Fig. 1: I/O pins on the die edge
Drawn at 4 px/um. Pins as bars across the die edge, other pins in grey.
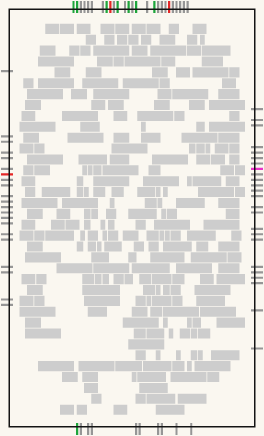
Fig. 2: M3 wires
Drawn at 6 px/um.
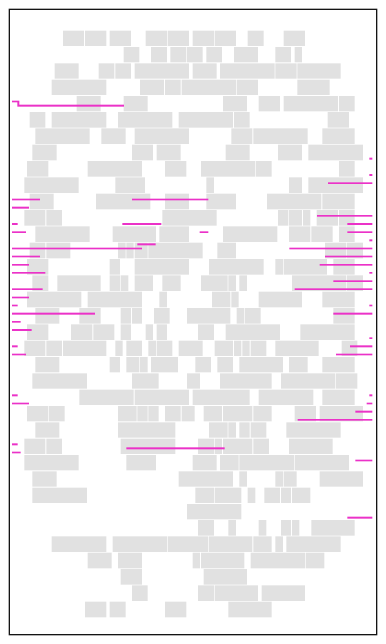
Fig. 3: placed cells, one colour a class
Drawn at 8 px/um.
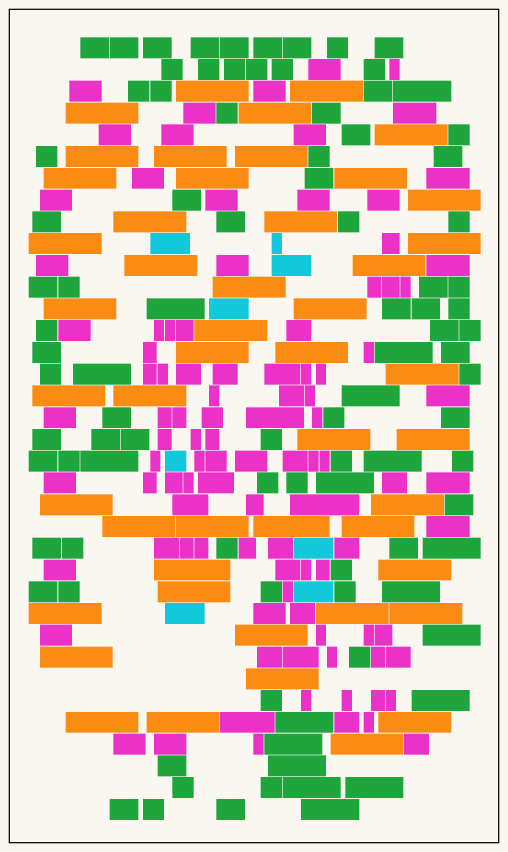
Fig. 4: signal metal coverage by tile
Drawn at 4 px/um. 12 x 21 tiles, from dark purple (low) to yellow (high), scaled to the fullest tile. Values are wire area over tile area, all layers added.
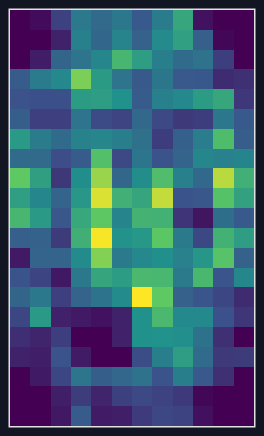
Fig. 5: clock wiring as the flow saved it
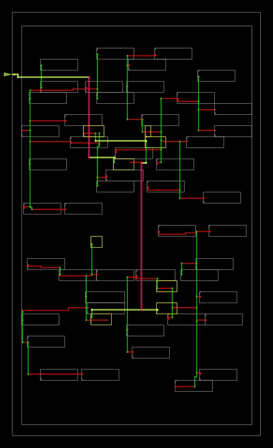
--- config.mk ---
export PLATFORM = sky130hd
export DESIGN_NAME = alu_op_sequencer
export DESIGN_NICKNAME = d
export VERILOG_FILES = /design/src/rtl/alu_op_sequencer.sv
export SDC_FILE = /design/constraint.sdc
export NUM_CORES = 1
export LEC_CHECK = 0
export CORE_AREA = 2 2 59 102
export DETAILED_ROUTE_END_ITERATION = 8
export DIE_AREA = 0 0 61 104
export PLACE_DENSITY = 0.7
export REMOVE_ABC_BUFFERS = 1
export SKIP_LAST_GASP = 1
export SYNTH_ARGS = -nofsm -noshare
export SYNTH_HDL_FRONTEND = slang
export SYNTH_SLANG_ARGS = --single-unit
--- constraint.sdc ---
create_clock -name clk -period 1.8 [get_ports clk]
set_input_delay 0.54 -clock clk [delete_from_list [all_inputs] [get_ports clk]]
set_output_delay 0.54 -clock clk [all_outputs]
set_load 0.05 [all_outputs]
--- src/rtl/alu_op_sequencer.sv ---
// Sequences one operation at a time through an external combinational ALU:
// registers operands, waits SETTLE_CYCLES (legal 1..15), then captures result and flags.
module alu_op_sequencer #(
  parameter int unsigned SETTLE_CYCLES = 1
) (
  input  logic       clk,
  input  logic       rst,
  input  logic       reqValid,
  output logic       reqReady,
  input  logic [7:0] reqA,
  input  logic [7:0] reqB,
  input  logic [2:0] reqFunc,
  input  logic       reqCarry,
  input  logic       reqChain,
  output logic [7:0] aluA,
  output logic [7:0] aluB,
  output logic [2:0] aluFunc,
  output logic       aluCarryIn,
  input  logic [7:0] aluResult,
  input  logic       aluCarryOut,
  input  logic       aluZero,
  input  logic       aluNegative,
  output logic       respValid,
  input  logic       respReady,
  output logic [7:0] respResult,
  output logic       respCarry,
  output logic       respZero,
  output logic       respNegative,
  output logic       flagC,
  output logic       flagZ,
  output logic       flagN,
  input  logic       flagClear,
  output logic [7:0] opCount
);

  typedef enum logic [1:0] {IDLE, SETTLE, RESP} state_t;

  localparam logic [3:0] SETTLE_INIT = 4'(SETTLE_CYCLES);

  state_t     state_q, state_d;
  logic [3:0] cnt_q, cnt_d;
  logic [7:0] alu_a_q, alu_a_d;
  logic [7:0] alu_b_q, alu_b_d;
  logic [2:0] alu_func_q, alu_func_d;
  logic       alu_cin_q, alu_cin_d;
  logic [7:0] resp_result_q, resp_result_d;
  logic       resp_c_q, resp_c_d;
  logic       resp_z_q, resp_z_d;
  logic       resp_n_q, resp_n_d;
  logic       flag_c_q, flag_c_d;
  logic       flag_z_q, flag_z_d;
  logic       flag_n_q, flag_n_d;
  logic [7:0] op_count_q, op_count_d;

  // NOTE: sequential state uses non-blocking assignments so every flop samples pre-edge values.
  always_ff @(posedge clk or posedge rst) begin
    if (rst) state_q <= IDLE;
    else     state_q <= state_d;
  end

  // NOTE: every comb output gets a default before the case, so no latch is inferred.
  always_comb begin
    state_d = state_q;
    case (state_q)
      IDLE:    if (reqValid) state_d = SETTLE;
      SETTLE:  if (cnt_q == 4'd1) state_d = RESP;
      RESP:    if (respReady) state_d = IDLE;
      default: state_d = IDLE;
    endcase
  end

  always_comb begin
    reqReady  = (state_q == IDLE);
    respValid = (state_q == RESP);
  end

  always_comb begin
    cnt_d         = cnt_q;
    alu_a_d       = alu_a_q;
    alu_b_d       = alu_b_q;
    alu_func_d    = alu_func_q;
    alu_cin_d     = alu_cin_q;
    resp_result_d = resp_result_q;
    resp_c_d      = resp_c_q;
    resp_z_d      = resp_z_q;
    resp_n_d      = resp_n_q;
    flag_c_d      = flag_c_q;
    flag_z_d      = flag_z_q;
    flag_n_d      = flag_n_q;
    op_count_d    = op_count_q;
    case (state_q)
      IDLE: begin
        if (flagClear) {flag_c_d, flag_z_d, flag_n_d} = 3'b000;
        if (reqValid) begin
          alu_a_d    = reqA;
          alu_b_d    = reqB;
          alu_func_d = reqFunc;
          // A same-edge clear wins over the stored carry being chained in.
          alu_cin_d  = reqChain ? (flag_c_q & ~flagClear) : reqCarry;
          cnt_d      = SETTLE_INIT;
        end
      end
      SETTLE: begin
        cnt_d = cnt_q - 4'd1;
        if (cnt_q == 4'd1) begin
          resp_result_d = aluResult;
          resp_c_d      = aluCarryOut;
          resp_z_d      = aluZero;
          resp_n_d      = aluNegative;
          flag_c_d      = aluCarryOut;
          flag_z_d      = aluZero;
          flag_n_d      = aluNegative;
        end
      end
      RESP: if (respReady) op_count_d = op_count_q + 8'd1;
      default: ;
    endcase
  end

  // NOTE: all datapath registers are reset, since they drive outputs that must read zero under reset.
  always_ff @(posedge clk or posedge rst) begin
    if (rst) begin
      cnt_q         <= '0;
      alu_a_q       <= '0;
      alu_b_q       <= '0;
      alu_func_q    <= '0;
      alu_cin_q     <= 1'b0;
      resp_result_q <= '0;
      resp_c_q      <= 1'b0;
      resp_z_q      <= 1'b0;
      resp_n_q      <= 1'b0;
      flag_c_q      <= 1'b0;
      flag_z_q      <= 1'b0;
      flag_n_q      <= 1'b0;
      op_count_q    <= '0;
    end else begin
      cnt_q         <= cnt_d;
      alu_a_q       <= alu_a_d;
      alu_b_q       <= alu_b_d;
      alu_func_q    <= alu_func_d;
      alu_cin_q     <= alu_cin_d;
      resp_result_q <= resp_result_d;
      resp_c_q      <= resp_c_d;
      resp_z_q      <= resp_z_d;
      resp_n_q      <= resp_n_d;
      flag_c_q      <= flag_c_d;
      flag_z_q      <= flag_z_d;
      flag_n_q      <= flag_n_d;
      op_count_q    <= op_count_d;
    end
  end

  assign aluA         = alu_a_q;
  assign aluB         = alu_b_q;
  assign aluFunc      = alu_func_q;
  assign aluCarryIn   = alu_cin_q;
  assign respResult   = resp_result_q;
  assign respCarry    = resp_c_q;
  assign respZero     = resp_z_q;
  assign respNegative = resp_n_q;
  assign flagC        = flag_c_q;
  assign flagZ        = flag_z_q;
  assign flagN        = flag_n_q;
  assign opCount      = op_count_q;

endmodule

==> results.yml <==
# flow metrics
critical_path:
  reg2regPathDepth: 5
  r2r_slack_ns: 0.08
  crit_path_end: "respResult[2]"
  arrival_ns: 1.91
  crit_family: "simple AND/OR/NAND/NOR gates"
  r2r-end: "respResult[2]"
  worstPathCellList: "inv_1 > ha_1 > or3b_4 > nor2_8 > mux2_2"
yosys:
  xor_area_share_pct: 3.79
  compound_area_share_pct: 4.27
  async_reset_ff_share_pct: 100
  post-synth-top-count-cell: "dfrtp_1"
  synthTopCellsByCount: "48 x dfrtp_1, 22 x mux2_2, 14 x nand2_1"
  ys_sh_mux_pct: 16.2
  ys_area_sq_mm: 0.00208
routing:
  wl_met1_um: 1680
  met2_length_um: 2410
  met3_length_um: 245
  postRouteAntennaNets: 0
  routed.top_layer: "met4"
  vias_per_cell: 4.66
finish:
  diodes: 0
  postLayoutCoreUtil_pct: 58.3
  syn2layout_area_growth_pct: 55.3
  logic_area_sq_um: 788
  seq_area_share_pct: 37.2
  clk_share_pct: 2.90
global_route:
  use_met2_pct: 26.6
  grt_use_total_pct: 15.0
  grt-busiest-layer: "met2"
pwr:
  vdd_ir_drop_max_uv: 1030
  seq-power_uw: 1930
  internal_power_uw: 3620
  p_sw_share_pct: 46.1
placed_design:
  hpwl_um: 3260
  dp.cells: 313
  pre_cts_slack_ns: -0.118
run_status:
  status: "completed"
floorplanning:
  fp-row-count: 36
  die_area_sq_mm: 0.00634
  fp.dieW_um: 61
  core_sq_mm: 0.00554
  die_y_um: 104
final_timing:
  min_period_ns: 1.72
  slew_headroom_pct: 74.7
  fmax_mhz: 581
  tightest_slew_ns: 0.376
  slew_viol_final: 0
hold_path:
  min_to: "aluA[3]"
flow_run:
  maxCapViolCount: 0
## Picture notes: Fig. 1
| port | colour | pins | direction | edge |
|---|---|---|---|---|
| reqChain | magenta | 1 | input | east |
| reqA | green | 8 | input | 7 north, 1 south |
| aluFunc | red | 3 | output | 2 north, 1 west |
all pins by edge: 26 north, 24 east, 21 west, 10 south

## Picture notes: Fig. 2
longest straight run: 21.4 um
main direction: horizontal
wire length on this layer: 246 um
nets with wire on the layer: 47

## Picture notes: Fig. 3
| class | colour | cells | share of their area |
|---|---|---|---|
| registers | orange | 48 | 38% |
| remaining buffers and delay cells | green | 94 | 33% |
| remaining logic cells | magenta | 100 | 26% |
| clock drivers and dummy loads | cyan | 8 | 3.0% |

## Picture notes: Fig. 4
mean over tiles: 0.11
nearly empty tiles: 9.9%
tiles over half the peak: 23%
fullest tile: 0.32
emptiest ninth of the die: south-west
densest ninth of the die: centre

## Picture notes: Fig. 5
layout clock buffer count: 7
clk pwr: 664 uW
Insertion Delay late pin: 0.30 ns

Power is estimated from default activity; no workload was simulated.
